File: src/rtl/gcd_lcm_pkg.sv
// -----------------------------------------------------------------------------
// gcd_lcm_pkg
// Shared definitions for the GCD/LCM feeder: the feeder state encoding, the
// default operand width and the width of the lcm result bus.
// -----------------------------------------------------------------------------
package gcd_lcm_pkg;

  // Default operand width; must match the SIZE of the GCD/LCM core.
  localparam int unsigned DEF_SIZE = 8;

  // The core reports lcm on a 2*SIZE+1 bit bus; it is passed through untouched.
  function automatic int unsigned lcm_width(input int unsigned size);
    return 2 * size + 1;
  endfunction

  typedef enum logic [2:0] {
    ST_IDLE,
    ST_ISSUE_A,
    ST_ISSUE_B,
    ST_WAIT,
    ST_DRAIN
  } state_e;

endpackage

File: src/rtl/gcd_lcm_pair_fifo.sv
// -----------------------------------------------------------------------------
// gcd_lcm_pair_fifo
// Synchronous FIFO holding packed operand pairs for the GCD/LCM feeder.
// Read data is the current head entry (show-ahead), valid whenever not empty.
//
// Ports
//   clk          rising-edge clock
//   rst          synchronous active-high reset (flushes pointers and count)
//   push_i       write push_data_i; ignored when full, even if popping
//   push_data_i  entry to write
//   pop_i        retire the head entry; ignored when empty
//   pop_data_o   head entry
//   count_o      number of stored entries (0..DEPTH)
//   full_o       count_o == DEPTH
//   empty_o      count_o == 0
// -----------------------------------------------------------------------------
module gcd_lcm_pair_fifo #(
  parameter int unsigned WIDTH = 16,
  parameter int unsigned DEPTH = 4
) (
  input  logic                       clk,
  input  logic                       rst,
  input  logic                       push_i,
  input  logic [WIDTH-1:0]           push_data_i,
  input  logic                       pop_i,
  output logic [WIDTH-1:0]           pop_data_o,
  output logic [$clog2(DEPTH+1)-1:0] count_o,
  output logic                       full_o,
  output logic                       empty_o
);

  localparam int unsigned AW = $clog2(DEPTH);
  localparam int unsigned CW = $clog2(DEPTH + 1);

  logic [WIDTH-1:0] mem_q [DEPTH];
  logic [AW-1:0]    wr_ptr_q;
  logic [AW-1:0]    rd_ptr_q;
  logic [CW-1:0]    count_q;
  logic             do_push;
  logic             do_pop;

  assign full_o     = (count_q == CW'(DEPTH));
  assign empty_o    = (count_q == '0);
  assign count_o    = count_q;
  assign pop_data_o = mem_q[rd_ptr_q];

  // Fullness alone decides the push: a same-cycle pop does not make room.
  assign do_push = push_i && !full_o;
  assign do_pop  = pop_i && !empty_o;

  // Pointers are AW bits wide and DEPTH is a power of two, so they wrap for free.
  always_ff @(posedge clk) begin
    if (rst) begin
      wr_ptr_q <= '0;
      rd_ptr_q <= '0;
      count_q  <= '0;
    end else begin
      if (do_push) wr_ptr_q <= wr_ptr_q + 1'b1;
      if (do_pop)  rd_ptr_q <= rd_ptr_q + 1'b1;
      unique case ({do_push, do_pop})
        2'b10:   count_q <= count_q + 1'b1;
        2'b01:   count_q <= count_q - 1'b1;
        default: count_q <= count_q;
      endcase
    end
  end

  // NOTE: storage is deliberately left out of reset; an entry is only ever read
  // after it has been written, and a reset-free array maps onto plain RAM/flops.
  always_ff @(posedge clk) begin
    if (do_push) mem_q[wr_ptr_q] <= push_data_i;
  end

endmodule

File: src/rtl/gcd_lcm_feeder.sv
// -----------------------------------------------------------------------------
// gcd_lcm_feeder
// Buffers operand pairs, replays each pair into the GCD/LCM core's serial
// start/data protocol, waits for a fresh done and returns the result on a
// valid/ready stream. Zero operands and hung operations produce an error
// result locally. One operation is in flight at a time.
//
// Ports
//   clk, rst              clock; synchronous active-high reset
//   in_valid/in_ready     operand-pair stream (in_a, in_b)
//   core_start/core_data  registered drive of the core's start/data_in
//   core_done/core_gcd/core_lcm   core outputs
//   res_valid/res_ready   result stream (res_gcd, res_lcm, res_err)
// -----------------------------------------------------------------------------
module gcd_lcm_feeder
  import gcd_lcm_pkg::*;
#(
  parameter int unsigned SIZE    = DEF_SIZE,
  parameter int unsigned DEPTH   = 4,
  parameter int unsigned TIMEOUT = 64
) (
  input  logic                       clk,
  input  logic                       rst,
  input  logic                       in_valid,
  output logic                       in_ready,
  input  logic [SIZE-1:0]            in_a,
  input  logic [SIZE-1:0]            in_b,
  output logic                       core_start,
  output logic [SIZE-1:0]            core_data,
  input  logic                       core_done,
  input  logic [SIZE-1:0]            core_gcd,
  input  logic [lcm_width(SIZE)-1:0] core_lcm,
  output logic                       res_valid,
  input  logic                       res_ready,
  output logic [SIZE-1:0]            res_gcd,
  output logic [lcm_width(SIZE)-1:0] res_lcm,
  output logic                       res_err
);

  localparam int unsigned LW    = lcm_width(SIZE);
  localparam int unsigned FCW   = $clog2(DEPTH + 1);
  localparam int unsigned CNT_W = $clog2(TIMEOUT + 1);
  localparam logic [CNT_W-1:0] TMO_LAST = CNT_W'(TIMEOUT - 1);

  state_e           state_q;
  logic [SIZE-1:0]  op_b_q;
  logic             core_start_q;
  logic [SIZE-1:0]  core_data_q;
  logic             res_valid_q;
  logic [SIZE-1:0]  res_gcd_q;
  logic [LW-1:0]    res_lcm_q;
  logic             res_err_q;
  logic             seen_low_q;
  logic [CNT_W-1:0] tmo_cnt_q;

  logic [2*SIZE-1:0] fifo_head;
  logic [FCW-1:0]    fifo_count;
  logic              fifo_full;
  logic              fifo_empty;
  logic              fifo_pop;
  logic [SIZE-1:0]   head_a;
  logic [SIZE-1:0]   head_b;

  assign in_ready = (fifo_count != FCW'(DEPTH));
  // The pair is consumed in the same IDLE cycle in which it is examined.
  assign fifo_pop = (state_q == ST_IDLE) && (fifo_count != '0);
  assign head_a   = fifo_head[2*SIZE-1:SIZE];
  assign head_b   = fifo_head[SIZE-1:0];

  gcd_lcm_pair_fifo #(
    .WIDTH (2 * SIZE),
    .DEPTH (DEPTH)
  ) u_fifo (
    .clk         (clk),
    .rst         (rst),
    .push_i      (in_valid && in_ready),
    .push_data_i ({in_a, in_b}),
    .pop_i       (fifo_pop),
    .pop_data_o  (fifo_head),
    .count_o     (fifo_count),
    .full_o      (fifo_full),
    .empty_o     (fifo_empty)
  );

  always_ff @(posedge clk) begin
    if (rst) begin
      state_q      <= ST_IDLE;
      op_b_q       <= '0;
      core_start_q <= 1'b0;
      core_data_q  <= '0;
      res_valid_q  <= 1'b0;
      res_gcd_q    <= '0;
      res_lcm_q    <= '0;
      res_err_q    <= 1'b0;
      seen_low_q   <= 1'b0;
      tmo_cnt_q    <= '0;
    end else begin
      // NOTE: non-blocking defaults first, overridden below; the last
      // assignment wins, so the core drive is zero outside the issue states.
      core_start_q <= 1'b0;
      core_data_q  <= '0;
      unique case (state_q)
        ST_IDLE: begin
          if (fifo_count != '0) begin
            if (head_a == '0 || head_b == '0) begin
              // Zero operand: answer locally, never start the core.
              res_gcd_q   <= '0;
              res_lcm_q   <= '0;
              res_err_q   <= 1'b1;
              res_valid_q <= 1'b1;
              state_q     <= ST_DRAIN;
            end else begin
              core_start_q <= 1'b1;
              core_data_q  <= head_a;
              op_b_q       <= head_b;
              state_q      <= ST_ISSUE_A;
            end
          end
        end
        ST_ISSUE_A: begin
          core_data_q <= op_b_q;
          state_q     <= ST_ISSUE_B;
        end
        ST_ISSUE_B: begin
          seen_low_q <= 1'b0;
          tmo_cnt_q  <= '0;
          state_q    <= ST_WAIT;
        end
        ST_WAIT: begin
          if (!core_done) seen_low_q <= 1'b1;
          // Only a done that follows a low phase belongs to this operation.
          if (core_done && seen_low_q) begin
            res_gcd_q   <= core_gcd;
            res_lcm_q   <= core_lcm;
            res_err_q   <= 1'b0;
            res_valid_q <= 1'b1;
            state_q     <= ST_DRAIN;
          end else if (tmo_cnt_q == TMO_LAST) begin
            res_gcd_q   <= '0;
            res_lcm_q   <= '0;
            res_err_q   <= 1'b1;
            res_valid_q <= 1'b1;
            state_q     <= ST_DRAIN;
          end else begin
            tmo_cnt_q <= tmo_cnt_q + 1'b1;
          end
        end
        ST_DRAIN: begin
          if (res_ready) begin
            res_valid_q <= 1'b0;
            state_q     <= ST_IDLE;
          end
        end
        default: state_q <= ST_IDLE;
      endcase
    end
  end

  assign core_start = core_start_q;
  assign core_data  = core_data_q;
  assign res_valid  = res_valid_q;
  assign res_gcd    = res_gcd_q;
  assign res_lcm    = res_lcm_q;
  assign res_err    = res_err_q;

  // The FIFO flags and its count must always tell the same story.
  a_fifo_flags: assert property (@(posedge clk) disable iff (rst)
    (fifo_empty == (fifo_count == '0)) && (fifo_full == (fifo_count == FCW'(DEPTH))));

endmodule
File: config.mk
export PLATFORM = sky130hd
export DESIGN_NAME = gcd_lcm_feeder
export DESIGN_NICKNAME = d
export VERILOG_FILES = /design/src/rtl/gcd_lcm_pkg.sv /design/src/rtl/gcd_lcm_pair_fifo.sv /design/src/rtl/gcd_lcm_feeder.sv
export SDC_FILE = /design/constraint.sdc
export NUM_CORES = 1
export LEC_CHECK = 0
export CORE_ASPECT_RATIO = 0.9
export CORE_UTILIZATION = 50
export CTS_CLUSTER_SIZE = 10
export DETAILED_ROUTE_END_ITERATION = 8
export GPL_TIMING_DRIVEN = 0
export PLACE_DENSITY = 0.76
export RECOVER_POWER = 50
export SYNTH_ARGS = -nofsm -noshare
export SYNTH_HDL_FRONTEND = slang
export SYNTH_SLANG_ARGS = --single-unit
export TNS_END_PERCENT = 1
File: constraint.sdc
create_clock -name clk -period 6.12 [get_ports clk]
set_clock_uncertainty 0.2 [all_clocks]
set_input_delay 1.224 -clock clk [delete_from_list [all_inputs] [get_ports clk]]
set_output_delay 1.224 -clock clk [all_outputs]
set_load 0.1 [all_outputs]
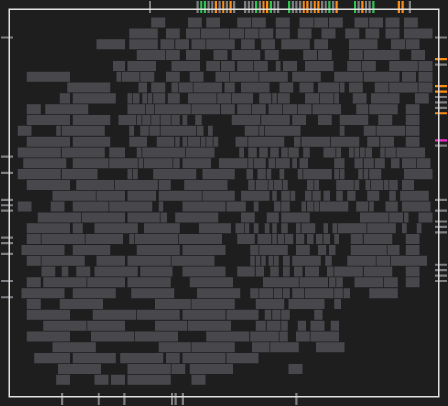
io_placement.png
Pins as bars across the die edge, other pins in grey.
res_gcd: marked green, pins 8, direction output, edge north. core_lcm: marked orange, pins 17, direction input, edge 13 north, 4 east. core_done: marked magenta, pins 1, direction input, edge east.
All pins by edge: 45 north, 20 east, 11 west, 7 south.
port bufs: 81
die width: 108 um

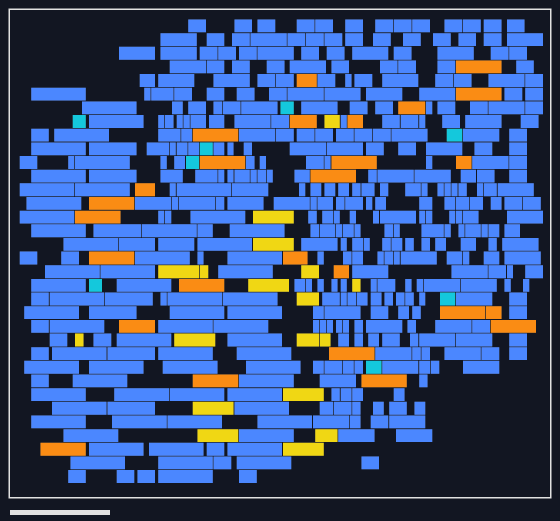
sizes.png
Scale bar: 20 um.
_3 and _4 cells: marked cyan, cells 8, share 1.7%. _0 and _1 cells: marked blue, cells 420, share 89%. _6 and larger: marked orange, cells 26, share 5.5%. _2 cells: marked yellow, cells 18, share 3.8%.
final setup margin: 2.39 ns
Syn-to-layout area delta: 29.8%

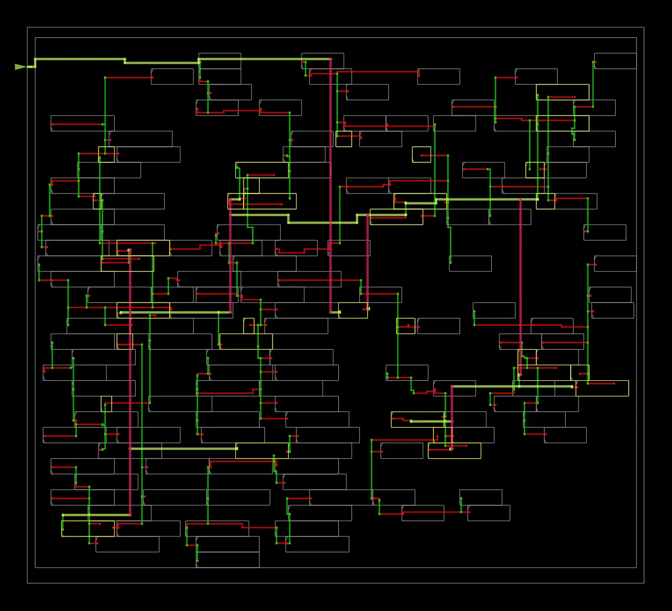
clocks.png
flop count: 128
CTS sink count: 128

==> impl_metrics.ini <==
; implementation run metrics
[power_and_ir_drop]
top_power_group = sequential cells
cellPowerDensity_nw_per_um2 = 408
p_leak_nw = 2.25
comb_power_share = 0.271

[synthesis]
synth_cell_types = 46
ys_sh_aoi = 0.100
synth_flops = 128

[clocking]
clkLatencyLatePin_ns = 0.52
cts_resized = 0
cts_setup_buffers = 0

[setup_path]
critPathCapture = in_ready
worst_setup_path_start_kind = register
worst-path-max-fanout = 6
critical_path_class = reg2out
reg2reg_slack_ns = 2.96

[finish]
nMultiInputCombCells = 199
dominant_cells = registers
final_cell_mix = 64 x dfxtp_1, 64 x edfxtp_1, 63 x clkdlybuf4s50_1
fin_util = 0.671

[route]
drcViolationCount = 0

[final_timing]
worst_slew_margin_rel = 0.334
setup_tns_ns = 0
period_used_share = 0.610

[flow_run]
maxCapViolCount = 0

[floorplanning]
core.rowCount = 34

[grt]
grt_pass1_vias = 3260
grt_overflow = 0

[outcome]
outcome = finished, final reports clean
[routing by layer]
metal  GRT usage  up-vias
met5           0        -
met4      0.0885        0
met3      0.0633       20
met2       0.344       99
met1       0.267     1608
li1            -     1580
[stage by stage]
stage | setup WS (ns) | std cells
final | 2.39 | 598
after global placement | 2.72 | 566
after global routing | 2.26 | 598
after CTS | 2.35 | 598
after floorplan | 2.90 | 359
after detailed placement | 2.66 | 566
[flip-flops by register name (all words and copies together), names as in the netlist, named ones only]
name,count
res_gcd,8
tmo_cnt_q,7
u_fifo.count_o,3
op_b_q,8
core_start,1
u_fifo.rd_ptr_q,2
seen_low_q,1
state_q,3
res_lcm,17
u_fifo.wr_ptr_q,2
core_data,8
u_fifo.mem_q,64
res_valid,1
res_err,1
